$ cat src/rtl/proc_multicycle.sv
// proc_multicycle: multicycle processor on a shared bus, with a load/store memory port.
// Clock/Resetn(async, active-low), Run, DIN -> Done, Bus, ADDR, DOUT, W. `PROC_MVNZ_EN enables mvnz.
module proc_multicycle #(
  parameter int WIDTH = 16,
  parameter int RBITS = 3,
  parameter int AW    = 5
) (
  input  logic             Clock,
  input  logic             Resetn,
  input  logic             Run,
  input  logic [WIDTH-1:0] DIN,
  output logic             Done,
  output logic [WIDTH-1:0] Bus,
  output logic [AW-1:0]    ADDR,
  output logic [WIDTH-1:0] DOUT,
  output logic             W
);

  localparam int NREG = 2**RBITS;
  localparam int IW   = 3 + 2*RBITS;

  typedef enum logic [1:0] {
    T0 = 2'd0,
    T1 = 2'd1,
    T2 = 2'd2,
    T3 = 2'd3
  } state_t;

  typedef enum logic [2:0] {
    OP_MV   = 3'b000,
    OP_MVI  = 3'b001,
    OP_ADD  = 3'b010,
    OP_SUB  = 3'b011,
    OP_LD   = 3'b100,
    OP_ST   = 3'b101,
    OP_MVNZ = 3'b110,
    OP_AND  = 3'b111
  } op_t;

  state_t state, state_nx;

  logic [IW-1:0]    ir;
  logic [WIDTH-1:0] rf [NREG];
  logic [WIDTH-1:0] a_q;
  logic [WIDTH-1:0] g_q;
  logic [WIDTH-1:0] alu;

  op_t              op;
  logic [RBITS-1:0] rx;
  logic [RBITS-1:0] ry;

  assign op = op_t'(ir[IW-1 -: 3]);
  assign rx = ir[RBITS +: RBITS];
  assign ry = ir[0 +: RBITS];

  // one-hot instruction class
  logic is_mv, is_mvi, is_alu, is_ld, is_st, is_mvnz;

  assign is_mv   = (op == OP_MV);
  assign is_mvi  = (op == OP_MVI);
  assign is_alu  = (op == OP_ADD) || (op == OP_SUB) || (op == OP_AND);
  assign is_ld   = (op == OP_LD);
  assign is_st   = (op == OP_ST);
  assign is_mvnz = (op == OP_MVNZ);

`ifdef PROC_MVNZ_EN
  logic g_nz;
  assign g_nz = |g_q;
`endif

  // bus sources and register enables
  logic             rout;
  logic [RBITS-1:0] rsel;
  logic             gout;
  logic             rin;
  logic             ain;
  logic             gin;
  logic             ir_in;
  logic             addr_in;
  logic             dout_in;
  logic             w_set;

  // DIN is the fallback source, so it needs no select
  assign Bus = rout ? rf[rsel] :
               gout ? g_q      :
                      DIN;

  always_comb begin
    alu = a_q + Bus;
    case (op)
      OP_SUB:  alu = a_q - Bus;
      OP_AND:  alu = a_q & Bus;
      default: alu = a_q + Bus;
    endcase
  end

  always_comb begin
    state_nx = state;
    rout     = 1'b0;
    rsel     = ry;
    gout     = 1'b0;
    rin      = 1'b0;
    ain      = 1'b0;
    gin      = 1'b0;
    ir_in    = 1'b0;
    addr_in  = 1'b0;
    dout_in  = 1'b0;
    w_set    = 1'b0;
    Done     = 1'b0;
    unique case (state)
      T0: begin
        if (Run) begin
          ir_in    = 1'b1;
          state_nx = T1;
        end
      end
      T1: begin
        unique case (1'b1)
          is_mv: begin
            rout     = 1'b1;
            rin      = 1'b1;
            Done     = 1'b1;
            state_nx = T0;
          end
          is_mvi: begin
            rin      = 1'b1;
            Done     = 1'b1;
            state_nx = T0;
          end
          is_alu: begin
            rout     = 1'b1;
            rsel     = rx;
            ain      = 1'b1;
            state_nx = T2;
          end
          is_ld, is_st: begin
            rout     = 1'b1;
            addr_in  = 1'b1;
            state_nx = T2;
          end
          is_mvnz: begin
`ifdef PROC_MVNZ_EN
            if (g_nz) begin
              rout = 1'b1;
              rin  = 1'b1;
            end
`endif
            Done     = 1'b1;
            state_nx = T0;
          end
          default: state_nx = T0;
        endcase
      end
      T2: begin
        unique case (1'b1)
          is_alu: begin
            rout     = 1'b1;
            gin      = 1'b1;
            state_nx = T3;
          end
          // one-cycle memory latency
          is_ld: state_nx = T3;
          is_st: begin
            rout     = 1'b1;
            rsel     = rx;
            dout_in  = 1'b1;
            w_set    = 1'b1;
            state_nx = T3;
          end
          default: state_nx = T0;
        endcase
      end
      T3: begin
        unique case (1'b1)
          is_alu: begin
            gout     = 1'b1;
            rin      = 1'b1;
            Done     = 1'b1;
            state_nx = T0;
          end
          is_ld: begin
            rin      = 1'b1;
            Done     = 1'b1;
            state_nx = T0;
          end
          is_st: begin
            Done     = 1'b1;
            state_nx = T0;
          end
          default: state_nx = T0;
        endcase
      end
      default: state_nx = T0;
    endcase
  end

  always_ff @(posedge Clock or negedge Resetn) begin
    if (!Resetn) begin
      state <= T0;
      ir    <= '0;
      a_q   <= '0;
      g_q   <= '0;
      ADDR  <= '0;
      DOUT  <= '0;
      W     <= 1'b0;
      for (int i = 0; i < NREG; i++) begin
        rf[i] <= '0;
      end
    end else begin
      state <= state_nx;
      // W is high only for the cycle after the store's T2
      W     <= w_set;
      if (ir_in) begin
        ir <= DIN[IW-1:0];
      end
      if (ain) begin
        a_q <= Bus;
      end
      if (gin) begin
        g_q <= alu;
      end
      if (addr_in) begin
        ADDR <= Bus[AW-1:0];
      end
      if (dout_in) begin
        DOUT <= Bus;
      end
      if (rin) begin
        rf[rx] <= Bus;
      end
    end
  end

endmodule

$ cat config.mk
export PLATFORM = sky130hd
export DESIGN_NAME = proc_multicycle
export DESIGN_NICKNAME = d
export VERILOG_FILES = /design/src/rtl/proc_multicycle.sv
export SDC_FILE = /design/constraint.sdc
export NUM_CORES = 1
export LEC_CHECK = 0
export CAP_MARGIN = 5
export CORE_ASPECT_RATIO = 1.2
export CORE_MARGIN = 1
export CORE_UTILIZATION = 50
export CTS_BUF_LIST = sky130_fd_sc_hd__clkbuf_8 sky130_fd_sc_hd__clkbuf_16
export DETAILED_ROUTE_END_ITERATION = 6
export PLACE_DENSITY = 0.69
export SLEW_MARGIN = 40
export SYNTH_ARGS = -nofsm -noshare
export SYNTH_HDL_FRONTEND = slang
export SYNTH_SLANG_ARGS = --single-unit
$ cat constraint.sdc
create_clock -name Clock -period 6.5 [get_ports Clock]
set_clock_uncertainty 0.05 [all_clocks]
set_input_delay 1.3 -clock Clock [delete_from_list [all_inputs] [get_ports Clock]]
set_output_delay 1.3 -clock Clock [all_outputs]
set_load 0.02 [all_outputs]
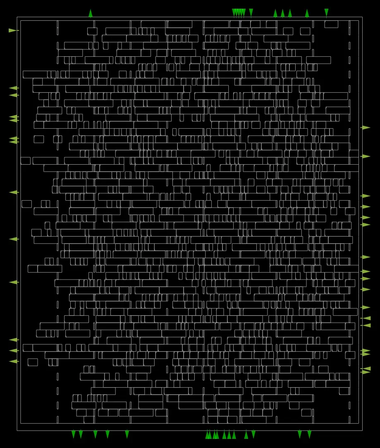
Fig. 1. Cell placement (run 1).
FP Rows: 56
fillers: 1802
flip-flop and latch count: 193
tap cells: 261

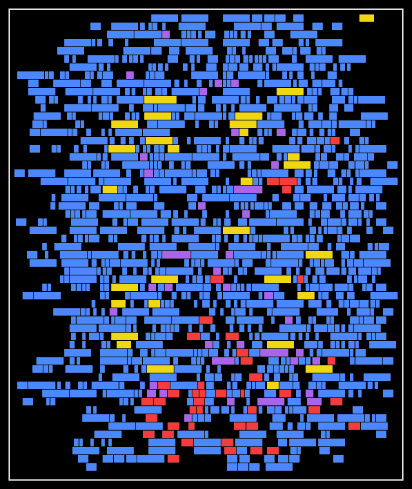
Fig. 2. Cell sizes after repair (run 1).
Drawn at 3 px/um.
Blue marks x1 and smaller, cells 1034. Red marks x2, cells 43. Purple marks x3 and x4, cells 37. Yellow marks x6 and larger, cells 29.

==> ci_impl_report.md, run 1 <==
## PnR job results

| Metric | Value |
|---|---|
| DRT met1 WL | 11700 um |
| Dpl hpwl | 17000 um |
| Synth cell count leaders | 290 x nand2_1, 193 x dfrtp_1, 178 x o21ai_0, 60 x clkbuf_1, 43 x mux2i_1 |
| Critical path fanouts, max | 23 |
| Area growth syn-to-layout | 14.3% |
| Post-DRT Antenna Nets | 0 |
| Cell type with the largest total area after synthesis | dfrtp_1 |
| Crit path to | Bus[10] |
| Synth top cell by count | nand2_1 |
| Count of final setup violators | 0 |
| Met3 Track Usage GR | 4.27% |
| WHS | 0.432 ns |
| Hold Crit Class | flip-flop to flip-flop |
| First-pass GRT wire length | 40500 um |
| Die area | 0.0204 sq mm |
| Async SR Flop Fraction | 100% |
| Register with the most flip-flops | rf |
| Met2 usage in global routing | 41.0% |
| Clock tree buffer depth | 2 |
| Post CTS Setup Buffer Count | 0 |
| Finished Layout Cells | 1404 |
| RSZ-0062 raised after global routing | false |
| Die Ht | 156 um |
| Hold Path Depth | 2 |
| Pre-CTS setup slack | 0.407 ns |
| CORE AREA | 0.0195 sq mm |
| Starting Density | 51.0% |
| Port-buffer cells | 57 |
| Initial antenna violation count | 0 |
| Drt pass-1 iters | 5 |
| CTS clock-pin slew for the worst setup and hold paths | 0.08 ns |
| Fin nets | 1172 |
| Top Layout Cells | 284 x nand2_1, 193 x dfrtp_1, 178 x o21ai_0 |
| Max-slew violations | 0 |
| Maxcap violations | 0 |
| Inserted Diodes | 0 |
| Vias | 7849 |
| H-tree depth | 4 |
| Worst Hold Endpoint | DOUT[2] |
| CP Capture Type | primary output |
| Fin Setup TNS | 0 ns |
| Final worst slack | 0.493 ns |
| Final Cycle Share | 92.4% |
| Hold Startpoint | DOUT[2] |
| Worst r2r src | state[0] |
| Slew headroom | 46.9% |
| Max reg flops | 128 |
| Max layer used | met4 |
| Num CTS Buffers | 17 |
| CTS resizes | 0 |
| Final wirelength | 24900 um |
| Status | finished clean |
| Dpl cells | 1372 |
| Cell count along the critical path | 14 |
| CP arrival | 4.66 ns |
| Post-layout util | 58.3% |
| GR peak layer | met2 |
| GRT met1 Usage | 35.7% |
| Crit path largest cell delay | 0.54 ns |
| WL per Instance | 17.7 um |
| Drt via density | 5.59 |
| Register-to-register setup slack | 0.57 ns |
| Vias in the first global route | 7606 |
| Share of cells above drive strength 1 | 9.54% |
| Sequential-to-total area share from yosys stat | 48.6% |
| Wire length on met3 | 903 um |
| Crit path launch | state[0] |
| Routability congestion estimate | 0.878 |
| CP top delay family | buffers and inverters |
| Yosys Chip Area | 0.00993 sq mm |
| CP required | 5.15 ns |
| Clk sinks | 193 |
| Unique cell types | 62 |
| Most used logic cell in the final layout | nand2_1 |
| R2r endpoint | g_q[15] |
| Synth Instances | 1106 |
| Die W | 131 um |
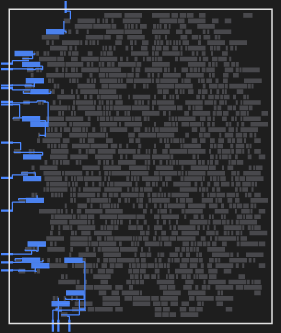
Fig. 3. Nets reached from selected ports (run 1).
Drawn at 2 px/um.
Blue marks `DOUT`, bits 16, direction output, edge 12 left, 3 bottom, 1 top, end cells 16, buffers 16, wire 429 um.

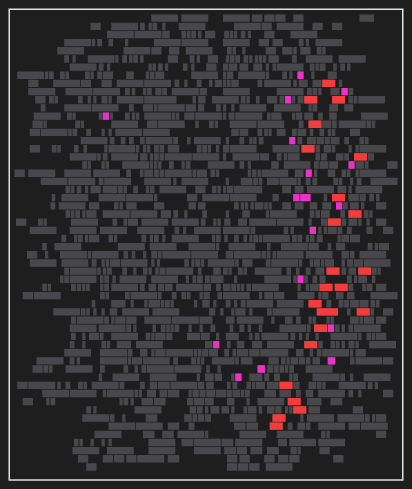
Fig. 4. Gate families picked out (run 1).
Drawn at 3 px/um.
Red marks fa/ha/maj cells, cells 23, most used ha_1. Magenta marks and/or cells, cells 17, most used and3_1.

## run 1: cells by family after synthesis
group,after synthesis,synth area share [%]
flops,193,48.6
buf+inv,106,4.46
xor+xnor,28,2.54
compound gates,280,16.8
fa+ha+maj,23,2.97
simple gates,410,17.7
mux,66,6.94
## run 1: cell type report
class / instances / area, sq um / area share, %
Multi-Input combinational cell: 807 / 4710 / 41.5
Clock inverter: 12 / 143 / 1.26
Clock buffer: 20 / 467 / 4.11
Inverter: 27 / 101 / 0.892
Sequential cell: 193 / 4830 / 42.5
Timing Repair Buffer: 84 / 781 / 6.87
Tap cell: 261 / 327 / 2.88
==> run 1 -> run 2 <==
Settings changed: DONT_BUFFER_PORTS set to 1, PLACE_DENSITY 0.69 to not set, PLACE_DENSITY_LB_ADDON set to 0.05, REMOVE_ABC_BUFFERS set to 1.
==> run 2 against run 1 <==
  * Worst hold slack lost 0.0012 ns
  * Highest routed layer unchanged
  * First-iteration DRC count up 4.8%
  * Critical path type is now flip-flop to flip-flop
  * Area after synthesis stayed put
  * Critical endpoint is now g_q[15]
  * Cell count is 3.7% lower
  * Non-clock buffer count fell by 51
==> ci_impl_report.md, run 2 <==
## PnR job results

| Metric | Value |
|---|---|
| Num CTS Buffers | 17 (unchanged) |
| FP Rows | 56 (unchanged) |
| Die W | 131 um (unchanged) |
| Max reg flops | 128 (unchanged) |
| Initial antenna violation count | 0 (unchanged) |
| Nonclk buf count | 33 (-61%) |
| Tap cells | 261 (unchanged) |
| Drt via density | 5.69 (+1.8%) |
| Critical path fanouts, max | 29 (+26%) |
| Drt pass-1 iters | 7 (+2) |
| First-pass GRT wire length | 42500 um (+4.9%) |
| Status | finished clean |
| Post-layout util | 55.5% (-2.8 points) |
| CTS resizes | 0 (unchanged) |
| Clk cell area share | 5.18% (-0.19 points) |
| WHS | 0.431 ns (-0.00119 ns) |
| Fin Setup TNS | 0 ns (unchanged) |
| Final wirelength | 27000 um (+8.7%) |
| CP top delay family | AND-OR/OR-AND gates |
| Synth Instances | 1106 (unchanged) |
| Clock tree buffer depth | 2 (unchanged) |
| CP Capture Type | flip-flop |
| Port-buffer cells | 0 (-100%) |
| Crit path largest cell delay | 0.63 ns (+0.09 ns) |
| CP arrival | 6.24 ns (+1.58 ns) |
| Synth cell count leaders | 290 x nand2_1, 193 x dfrtp_1, 178 x o21ai_0, 60 x clkbuf_1, 43 x mux2i_1 |
| Final-layout clock buffer total | 18 (-10%) |
| Fillers | 1869 (+3.7%) |
| Post CTS Setup Buffer Count | 0 (unchanged) |
| Logic area | 0.00474 sq mm (+0.56%) |
| Worst r2r src | state[0] |
| Unique cell types | 62 (unchanged) |
| Dpl cells | 1321 (-3.7%) |
| Hold Path Depth | 2 (unchanged) |
| Layout non-clock buf frac | 2.33% (-4.5 points) |
| Dpl hpwl | 18200 um (+7.0%) |
| Clk sinks | 193 (unchanged) |
| Synth top cell by count | nand2_1 |
| Hold Startpoint | rf[7] |
| Combinational share of cell area | 43.8% (+2.4 points) |
| Hold Crit Class | flip-flop to flip-flop |
| Multi-input gates | 807 (unchanged) |
| RSZ-0062 raised after global routing | false |
| Pre-CTS setup slack | 0.343 ns (-0.0645 ns) |
| Maxcap violations | 0 (unchanged) |
| Count of final setup violators | 0 (unchanged) |
| Vias in the first global route | 7409 (-2.6%) |
| FF+latch area | 0.00483 sq mm (unchanged) |
| Cell type with the largest total area after synthesis | dfrtp_1 |
| Die area | 0.0204 sq mm (unchanged) |
| Share of cells above drive strength 1 | 10.2% (+0.64 points) |
| Register with the most flip-flops | rf |
| Async SR Flop Fraction | 100% (unchanged) |
| Flip-flop and latch count | 193 (unchanged) |
| Die Ht | 156 um (unchanged) |
| WL per Instance | 20.0 um (+13%) |
| Inserted Diodes | 0 (unchanged) |
| Yosys Chip Area | 0.00993 sq mm (unchanged) |
| Starting Density | 51.0% (unchanged) |
| Crit path launch | state[0] |
| Routability congestion estimate | 0.843 (-3.9%) |
| Final Cycle Share | 92.1% (-0.32 points) |
## run 2: logic make-up after synthesis
family,count (synthesis),share of synthesized area [%]
flops,193,48.6
compound gates,280,16.8
mux,66,6.94
buf+inv,106,4.46
fa+ha+maj,23,2.97
xor+xnor,28,2.54
simple gates,410,17.7
## run 2: worst min-delay path: stages (launching register included)
cell and delay (ns):
dfrtp_1 0.35, nand2_1 0.05, o21ai_0 0.06
## run 2: routing by layer
metal,wire length [um],GRT usage [%]
met2,12700,44.2
met3,1100,4.89
met5,0,0
met1,12800,39.8
met4,420,7.88
## run 2: path summary, 6_finish.rpt
path                                end  slack (ns)
worst max-delay path            g_q[15]        0.51
worst min-delay path              rf[7]        0.43
worst max register to register  g_q[15]        0.51
worst min register to register    rf[7]        0.43
max in group asynchronous        rf[10]        5.63
min in group asynchronous        rf[50]        0.51
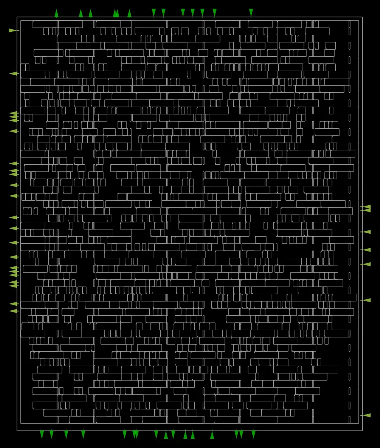
Fig. 5. Cell placement (run 2).
Finished Layout Cells: 1352
CORE AREA: 0.0195 sq mm
Seq/total area: 44.7%

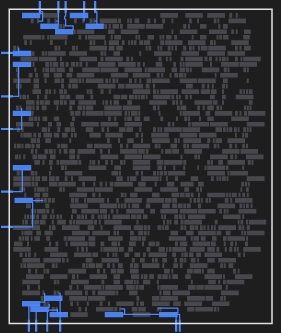
Fig. 6. Nets reached from selected ports (run 2).
Drawn at 2 px/um.
Blue marks `DOUT`, bits 16, direction output, edge 6 bottom, 5 top, 5 left, end cells 16, buffers 0, wire 281 um.

